$ cat src/rtl/reaction_timer_ctrl.sv
// Reaction-time game sequencer.
// Draws a random delay from the LFSR, waits with the GO LED dark, lights the
// LED and measures the player's reaction in ms. A false start or a timeout is
// flagged. All outputs are registered.
// Optional best-time tracking is enabled by defining REACT_BEST_TIME_EN,
// which adds the best_ms and new_best outputs.
module reaction_timer_ctrl #(
  parameter int unsigned TICK_DIV     = 50000,
  parameter int unsigned MIN_DELAY_MS = 500,
  parameter int unsigned MAX_DELAY_MS = 5000,
  parameter int unsigned MAX_REACT_MS = 9999
) (
  input  logic        clk,
  input  logic        reset,
  input  logic        start,
  input  logic        react,
  input  logic [11:0] lfsr_value,
  output logic        lfsr_enable,
  output logic        led_go,
  output logic [13:0] reaction_ms,
  output logic        result_valid,
  output logic        false_start,
  output logic        timeout,
  output logic        busy
`ifdef REACT_BEST_TIME_EN
  ,
  output logic [13:0] best_ms,
  output logic        new_best
`endif
);

  localparam int unsigned PW = (TICK_DIV > 1) ? $clog2(TICK_DIV) : 1;

  typedef enum logic [2:0] {
    S_IDLE,
    S_SEED,
    S_WAIT,
    S_GO,
    S_DONE
  } state_t;

  state_t         state_q, state_d;
  logic [PW-1:0]  presc_q, presc_d;
  logic [11:0]    dly_q, dly_d;
  logic [13:0]    ms_q, ms_d;
  logic [13:0]    reaction_q, reaction_d;
  logic           fs_q, fs_d;
  logic           to_q, to_d;
  logic           lfsr_en_q, lfsr_en_d;
  logic           led_go_q, led_go_d;
  logic           valid_q, valid_d;
  logic           busy_q, busy_d;
`ifdef REACT_BEST_TIME_EN
  logic [13:0]    best_q, best_d;
  logic           nb_q, nb_d;
`endif

  logic           tick;
  logic           in_range;
  logic           reaching_max;
  logic [13:0]    react_val;

  assign tick         = (presc_q == PW'(TICK_DIV - 1));
  assign in_range     = ({20'd0, lfsr_value} >= MIN_DELAY_MS) &&
                        ({20'd0, lfsr_value} <= MAX_DELAY_MS);
  assign reaching_max = tick && (ms_q == 14'(MAX_REACT_MS - 1));
  // A react on the tick that reaches the limit reports the saturated value.
  assign react_val    = reaching_max ? 14'(MAX_REACT_MS) : ms_q;

  // Next-state, counter and result logic; outputs derive from the next state
  // so that each registered output lines up with the registered state.
  always_comb begin
    state_d    = state_q;
    presc_d    = tick ? '0 : presc_q + 1'b1;
    dly_d      = dly_q;
    ms_d       = ms_q;
    reaction_d = reaction_q;
    fs_d       = fs_q;
    to_d       = to_q;
`ifdef REACT_BEST_TIME_EN
    best_d     = best_q;
    nb_d       = nb_q;
`endif
    case (state_q)
      S_IDLE, S_DONE: begin
        if (start) begin
          state_d    = S_SEED;
          reaction_d = '0;
          fs_d       = 1'b0;
          to_d       = 1'b0;
`ifdef REACT_BEST_TIME_EN
          nb_d       = 1'b0;
`endif
        end
      end
      S_SEED: begin
        if (in_range) begin
          state_d = S_WAIT;
          dly_d   = lfsr_value;
          presc_d = '0;
        end
      end
      S_WAIT: begin
        if (react) begin
          state_d    = S_DONE;
          fs_d       = 1'b1;
          reaction_d = '0;
        end else if (tick) begin
          if (dly_q == 12'd1) begin
            state_d = S_GO;
            presc_d = '0;
            ms_d    = '0;
          end else begin
            dly_d = dly_q - 1'b1;
          end
        end
      end
      S_GO: begin
        if (react) begin
          state_d    = S_DONE;
          reaction_d = react_val;
`ifdef REACT_BEST_TIME_EN
          if (react_val < best_q) begin
            best_d = react_val;
            nb_d   = 1'b1;
          end
`endif
        end else if (reaching_max) begin
          state_d    = S_DONE;
          reaction_d = 14'(MAX_REACT_MS);
          to_d       = 1'b1;
        end else if (tick) begin
          ms_d = ms_q + 1'b1;
        end
      end
      default: state_d = S_IDLE;
    endcase

    lfsr_en_d = (state_d == S_IDLE) || (state_d == S_SEED) || (state_d == S_DONE);
    led_go_d  = (state_d == S_GO);
    valid_d   = (state_d == S_DONE);
    busy_d    = (state_d == S_SEED) || (state_d == S_WAIT) || (state_d == S_GO);
  end

  // State, counters and registered outputs; reset aborts any round.
  always_ff @(posedge clk) begin
    if (reset) begin
      state_q    <= S_IDLE;
      presc_q    <= '0;
      dly_q      <= '0;
      ms_q       <= '0;
      reaction_q <= '0;
      fs_q       <= 1'b0;
      to_q       <= 1'b0;
      lfsr_en_q  <= 1'b0;
      led_go_q   <= 1'b0;
      valid_q    <= 1'b0;
      busy_q     <= 1'b0;
`ifdef REACT_BEST_TIME_EN
      best_q     <= 14'(MAX_REACT_MS);
      nb_q       <= 1'b0;
`endif
    end else begin
      state_q    <= state_d;
      presc_q    <= presc_d;
      dly_q      <= dly_d;
      ms_q       <= ms_d;
      reaction_q <= reaction_d;
      fs_q       <= fs_d;
      to_q       <= to_d;
      lfsr_en_q  <= lfsr_en_d;
      led_go_q   <= led_go_d;
      valid_q    <= valid_d;
      busy_q     <= busy_d;
`ifdef REACT_BEST_TIME_EN
      best_q     <= best_d;
      nb_q       <= nb_d;
`endif
    end
  end

  assign lfsr_enable  = lfsr_en_q;
  assign led_go       = led_go_q;
  assign reaction_ms  = reaction_q;
  assign result_valid = valid_q;
  assign false_start  = fs_q;
  assign timeout      = to_q;
  assign busy         = busy_q;
`ifdef REACT_BEST_TIME_EN
  assign best_ms      = best_q;
  assign new_best     = nb_q;
`endif

endmodule
$ cat config.mk
export PLATFORM = sky130hd
export DESIGN_NAME = reaction_timer_ctrl
export DESIGN_NICKNAME = d
export VERILOG_FILES = /design/src/rtl/reaction_timer_ctrl.sv
export SDC_FILE = /design/constraint.sdc
export NUM_CORES = 1
export LEC_CHECK = 0
export CAP_MARGIN = 20
export CORE_MARGIN = 2
export CORE_UTILIZATION = 40
export DETAILED_ROUTE_END_ITERATION = 7
export SLEW_MARGIN = 10
export SYNTH_ARGS = -nofsm -noshare
export SYNTH_HDL_FRONTEND = slang
export SYNTH_SLANG_ARGS = --single-unit
$ cat constraint.sdc
create_clock -name clk -period 2.6 [get_ports clk]
set_input_delay 0.65 -clock clk [delete_from_list [all_inputs] [get_ports clk]]
set_output_delay 0.65 -clock clk [all_outputs]
set_load 0.1 [all_outputs]
Figure 1. Placed standard cells (run 1).
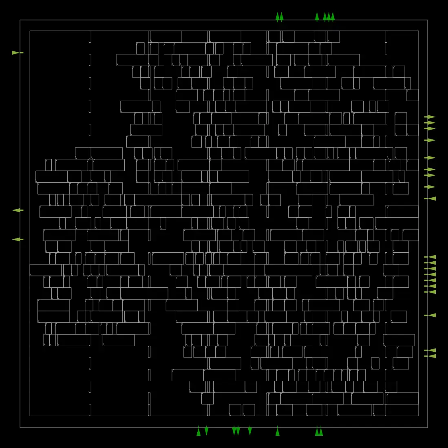
tapcells inserted: 105
flop share of the area: 32.4%
core area: 8130 sq um

Figure 2. Sequential cells coloured by netlist name (run 1).
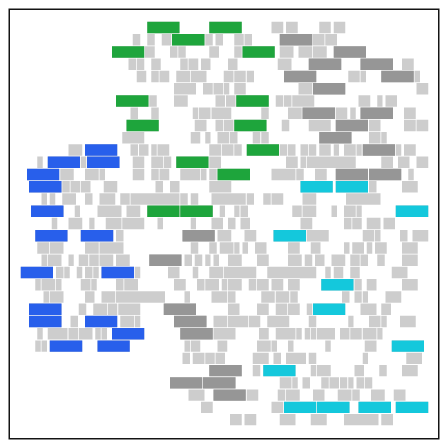
signal	colour	sequential cells
ms_q	green	14
presc_q	blue	16
dly_q	cyan	12
not coloured	23
Sequential Area: 1300 sq um
Seq power: 1080 uW

Figure 3. Signal metal coverage by tile (run 1).
Scale bar: 20 um. 19 x 19 tiles, from dark purple (low) to yellow (high), scaled to the fullest tile. Values are wire area over tile area, all layers added.
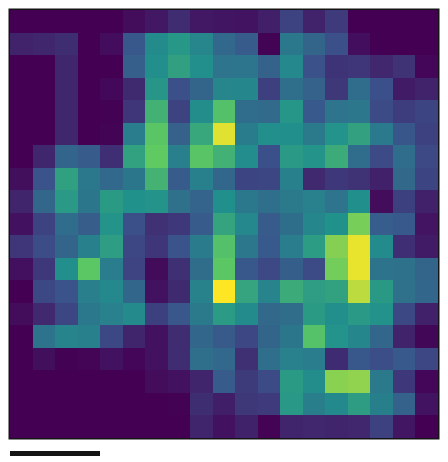
emptiest ninth of the die	top left
mean over tiles	0.15
fullest tile	0.53
Total GRT Usage: 19.7%
drt wl/cell: 15.5 um
Routed WL: 8.27 mm
via count: 3070

Figure 4. Routed clock nets over the placement (run 1).
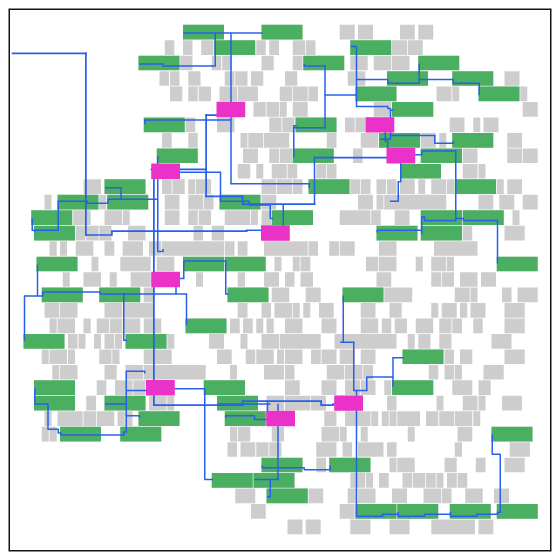
[flip-flops] green | count: 65
[clock wires] blue | length: 887 um
[cells driving clock nets] magenta | count: 9
routed clock nets	10
flops lie	spread over the die
Clock power frac: 42.2%
clk pwr: 1140 uW
clk latency late pin: 0.34 ns

==> flow_summary.yaml, run 1 <==
# flow metrics
outcome:
  status: "complete, no violations"
synthesis:
  postSynthSeqShare_pct: 39.3
  ys_area_sq_um: 3310
  ys_async_sr_fraction_pct: 0
  syn_inst: 384
  ys_cells: 384
  fp_nets: 405
  syn_avg_cell_area_sq_um: 8.63
  synth_cell_types: 55
power_and_ir_drop:
  internal_power_uw: 1930
  power_uw: 2700
  ir_drop_uv: 295
  leakagePower_uw: 0.00151
  switchingPower_uw: 774
  pwr-share-comb_pct: 17.9
worst_setup_path:
  crit_type: "flip-flop to flip-flop"
  path_max_fanout: 11
  critPathLaunchType: "flip-flop"
  endpoint_kind: "flip-flop"
  critical_path_arrival_ns: 2.56
  cp_data_required_time_ns: 2.81
grt:
  use_met2_pct: 29.3
  grt_pass1_wl_mm: 13.9
  grt_antenna_before_repair: 0
  overflow: 0
  grt_pass1_vias: 2839
  use_met1_pct: 27.9
  grt_use_met3_pct: 4.66
timing:
  whs_ns: 0.465
  fmax_mhz: 427
  slew_violations: 0
  setup_viol: 0
  maxSlewHeadroom_pct: 58.0
  timing.final.crit_share_pct: 90.2
  clock_skew_ns: 0.00981
  grt_setup_unrepaired: "no"
  worst_slew_pin_slew_ns: 0.625
cells_and_area:
  utilization_pct: 49.4
  area_growth_pct: 21.2
  drive_gt1_share_pct: 15.1
  nets: 446
  final_cell_area_sq_um: 4020
  layout_top_cell: "dfxtp_1"
  lay_top_cells: "dfxtp_1, buf_4, nor2_1"
  n_antenna_cell: 0
detailed_routing:
  postRouteAntennaNets: 0
  drtPass1Iterations: 5
  drt-vias-per-instance: 5.74
hold_path:
  min_path_type: "flip-flop to flip-flop"
cts:
  post_cts_buffers: 0
  cts_resized: 0
  cts-root-buf: "clkbuf_8"
  path_clk_slew_ns: 0.08
flow_run:
  cap_violations: 0
placed_design:
  portBuffers: 35
  gp_congestion: 0.844
floorplanning:
  die_area_sq_um: 9030
  io_pins: 36
run 1: layout make-up:
type | count | share of cell area (%)
multi-input combinational | 287 | 46.2
inverter | 11 | 1.03
clock inverter | 7 | 3.55
tap | 105 | 3.27
sequential | 65 | 32.4
timing repair buffer | 51 | 10.5
clock buffer | 9 | 3.09
run 1: stage by stage:
step           instances  setup slack (ns)
2_1_floorplan        384             0.676
3_3_place_gp         519             0.147
3_5_place_dp         519             0.116
4_1_cts              535             0.269
5_1_grt              535             0.115
6_report             535             0.256
run 1: metal layers:
metal | vias to the layer above | part of all wire [%]
met1 | 1444 | 49
li1 | 1522 | -
met5 | - | 0
met2 | 87 | 44
met4 | 0 | 1.7
met3 | 17 | 5.2
run 1: power groups by stage:
stage | clock, uW | combinational, uW | sequential, uW
2_1_floorplan | 0 | 211 | 1230
3_3_place_gp | 0 | 478 | 1100
3_5_place_dp | 0 | 481 | 1100
4_1_cts | 1170 | 483 | 1080
5_1_grt | 1210 | 524 | 1090
6_report | 1140 | 484 | 1080
run 1: worst paths after layout:
kind,startpoint,to,slack [ns],depth (start not counted)
max,presc_q[0]$_SDFF_PP0_,dly_q[4]$_SDFFE_PP0P_,0.26,7
min reg2reg,reaction_ms[13]$_SDFFE_PP0P_,reaction_ms[13]$_SDFFE_PP0P_,0.47,2
max reg2reg,presc_q[0]$_SDFF_PP0_,dly_q[4]$_SDFFE_PP0P_,0.26,7
min,reaction_ms[13]$_SDFFE_PP0P_,reaction_ms[13]$_SDFFE_PP0P_,0.47,2
run 1: worst max-delay path, cell delays in order, from the launching register on:
cell and delay (ns):
dfxtp_1 0.37, ha_1 0.24, and4_1 0.25, and4_1 0.48
a21oi_1 0.13, buf_4 0.19, o311ai_0 0.42, o31ai_1 0.14
run 1: Yosys cell counts, types with 11 or more instances:
library cell,n,area [sq um]
o31ai_1,13,97.6
nand2_1,27,101
a21oi_1,29,145
clkbuf_1,12,45.0
dfxtp_1,65,1300
a22oi_1,11,82.6
inv_1,11,41.3
nand4_1,13,81.3
o21ai_0,24,120
nor2_1,34,128
nand3_1,13,65.1
run 1: flip-flops by register name, summed over array words and instances (netlist names):
signal	flops
lfsr_enable	1
timeout	1
reaction_ms	14
state_q	3
false_start	1
busy	1
result_valid	1
ms_q	14
presc_q	16
led_go	1
dly_q	12
run 1: cell families (layout without fill, tap and decap cells):
family / count (synthesis) / count (layout) / share of synthesized area (%)
flops: 65 / 65 / 39.3
fa+ha+maj: 5 / 5 / 1.89
compound gates: 109 / 109 / 21.8
buf+inv: 32 / 78 / 4.76
simple gates: 159 / 159 / 28.6
xor+xnor: 14 / 14 / 3.70
==> run 1 -> run 2 <==
--- a/config.mk
+++ b/config.mk
@@ -5,7 +5,6 @@
 export SDC_FILE = /design/constraint.sdc
 export NUM_CORES = 1
 export LEC_CHECK = 0
-export CAP_MARGIN = 20
 export CORE_MARGIN = 2
 export CORE_UTILIZATION = 40
 export DETAILED_ROUTE_END_ITERATION = 7
==> constraint.sdc (replaced) <==
create_clock -name clk -period 2.6 [get_ports clk]
set_input_delay 0.65 -clock clk [delete_from_list [all_inputs] [get_ports clk]]
set_output_delay 0.65 -clock clk [all_outputs]
set_load 0.005 [all_outputs]
Figure 5. Placed standard cells (run 2).
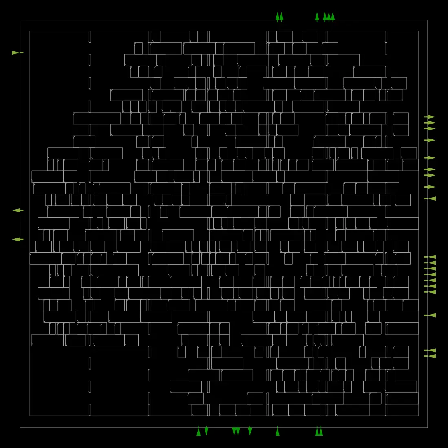
Layout Utilization: 49.4%
Seq cells: 65
fillers: 806
flop share of the area: 32.4%
Non-Filler Instances: 534

==> run 2 against run 1 <==
  * Worst setup slack better by 0.047 ns
  * Critical path depth decreased by 1
  * Final cell count fell by 0.19%
  * Global-route usage decreased by 0.15 points
  * Clock power shrank about 10%
==> flow_summary.yaml, run 2 <==
# flow metrics
placed_design:
  dp_cells: 518
  gp_congestion: 0.934
  portBuffers: 35
timing:
  slew_violations: 0
  clock_skew_ns: 0.0155
  hold_viol: 0
  grt_setup_unrepaired: "no"
  fmax_mhz: 435
  maxSlewHeadroom_pct: 57.5
  timing.final.crit_share_pct: 88.3
  worst_slew_pin_slew_ns: 0.632
flow_run:
  cap_violations: 0
worst_setup_path:
  crit_type: "flip-flop to flip-flop"
  slowest_stage: "dfxtp_1"
  r2r.worst_path.cells: 6
  path_max_fanout: 8
  endpoint_kind: "flip-flop"
  cp_data_required_time_ns: 2.86
  critPathLaunchType: "flip-flop"
grt:
  grt_antenna_before_repair: 0
  grt_pass1_vias: 2842
  overflow: 0
hold_path:
  min_path_type: "flip-flop to flip-flop"
  whs_path_depth: 2
synthesis:
  ys_async_sr_fraction_pct: 0
  ys_area_sq_um: 3310
  ys_cells: 384
  synth_cell_types: 55
  postSynthSeqShare_pct: 39.3
  top_area_cell: "dfxtp_1"
  common_cells: "dfxtp_1, nor2_1, a21oi_1, nand2_1, o21ai_0"
  syn_inst: 384
  synth_top_cell_by_count: "dfxtp_1"
  area_leaders: "dfxtp_1, a21oi_1, nor2_1, o21ai_0, nand2_1"
  syn_avg_cell_area_sq_um: 8.63
cts:
  insertion_delay_ns: 0.35
  post_cts_buffers: 0
  path_clk_slew_ns: 0.07
  cts_resized: 0
  cts-root-buf: "clkbuf_8"
detailed_routing:
  drc: 0
  drt_iter0_markers: 181
  postRouteAntennaNets: 0
  routed_wirelength_mm: 8.19
  drt-vias-per-instance: 5.73
  drtPass1Iterations: 4
cells_and_area:
  layout_top_cell: "dfxtp_1"
  nets: 445
  drive_gt1_share_pct: 10.3
  lay_top_cells: "dfxtp_1, clkdlybuf4s50_1, nor2_1"
  largest_reg_flops: 16
  top_register: "presc_q"
outcome:
  status: "complete, no violations"
power_and_ir_drop:
  leakagePower_uw: 0.00145
  ir_drop_uv: 356
floorplanning:
  die_width_um: 95.0
  fp.coreArea_sq_um: 8130
  die_area_sq_um: 9030
Figure 6. Signal metal coverage by tile (run 2).
Scale bar: 20 um. 19 x 19 tiles, from dark purple (low) to yellow (high), scaled to the fullest tile. Values are wire area over tile area, all layers added.
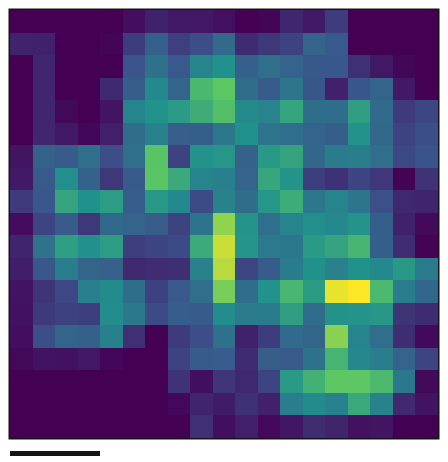
nearly empty tiles	17%
tiles over half the peak	16%
fullest tile	0.53
mean over tiles	0.14
densest ninth of the die	middle
drt wl/cell: 15.3 um
Total GRT Usage: 19.5%
via count: 3059

-- run 2: cells by family (layout without fill, tap and decap cells) --
family          count (synthesis)  after routing  share of synthesized area [%]
buf+inv                        32             77                           4.76
xor+xnor                       14             14                           3.70
fa+ha+maj                       5              5                           1.89
compound gates                109            109                           21.8
simple gates                  159            159                           28.6
flops                          65             65                           39.3
-- run 2: final timing paths --
path                                                     end  slack, ns                    startpoint
worst max-delay path             reaction_ms[2]$_SDFFE_PP0P_       0.30          ms_q[1]$_SDFFE_PP0P_
worst max register to register   reaction_ms[2]$_SDFFE_PP0P_       0.30          ms_q[1]$_SDFFE_PP0P_
worst min register to register  reaction_ms[13]$_SDFFE_PP0P_       0.46  reaction_ms[13]$_SDFFE_PP0P_
worst min-delay path            reaction_ms[13]$_SDFFE_PP0P_       0.46  reaction_ms[13]$_SDFFE_PP0P_
-- run 2: layout make-up --
class | instances | area, sq um | share of cell area, %
Clock inverter | 5 | 77.6 | 1.93
Inverter | 11 | 41.3 | 1.03
Sequential cell | 65 | 1300 | 32.4
Multi-Input combinational cell | 287 | 1850 | 46.1
Clock buffer | 11 | 151 | 3.77
Timing Repair Buffer | 50 | 463 | 11.5
Tap cell | 105 | 131 | 3.27
-- run 2: critical path, delay by kind of cell (launching register included) --
kind / cells / cell delay, ns
flops: 1 / 0.44
compound gates: 2 / 0.68
fa+ha+maj: 1 / 0.19
simple gates: 3 / 0.91
-- run 2: layer usage --
layer,vias to the layer above,GRT usage (%),part of all wire (%)
li1,1520,-,-
met1,1454,26.4,49
met2,79,30.4,45
met3,6,5.77,5.7
met4,0,5.19,0.77
met5,-,0,0
-- run 2: power by group --
part | switching [uW] | leakage, uW | internal, uW
combinational | 187 | 0.000808 | 161
clock | 393 | 0.000115 | 589
sequential | 40.3 | 0.000528 | 1040
total | 620 | 0.00145 | 1790
-- run 2: through the flow --
| step | worst slack (ns) | hold slack [ns] | util (%) | cell area (sq um) |
|---|---|---|---|---|
| 2_1_floorplan | 0.676 | 0.426 | - | 3310 |
| 3_3_place_gp | 0.148 | 0.441 | 46.6 | 3790 |
| 3_5_place_dp | 0.107 | 0.452 | 46.6 | 3790 |
| 4_1_cts | 0.305 | 0.464 | 49.4 | 4020 |
| 5_1_grt | 0.0731 | 0.477 | 49.4 | 4020 |
| 6_report | 0.303 | 0.464 | 49.4 | 4020 |
Power figures rest on the tool's default switching activity, not on a simulated workload.
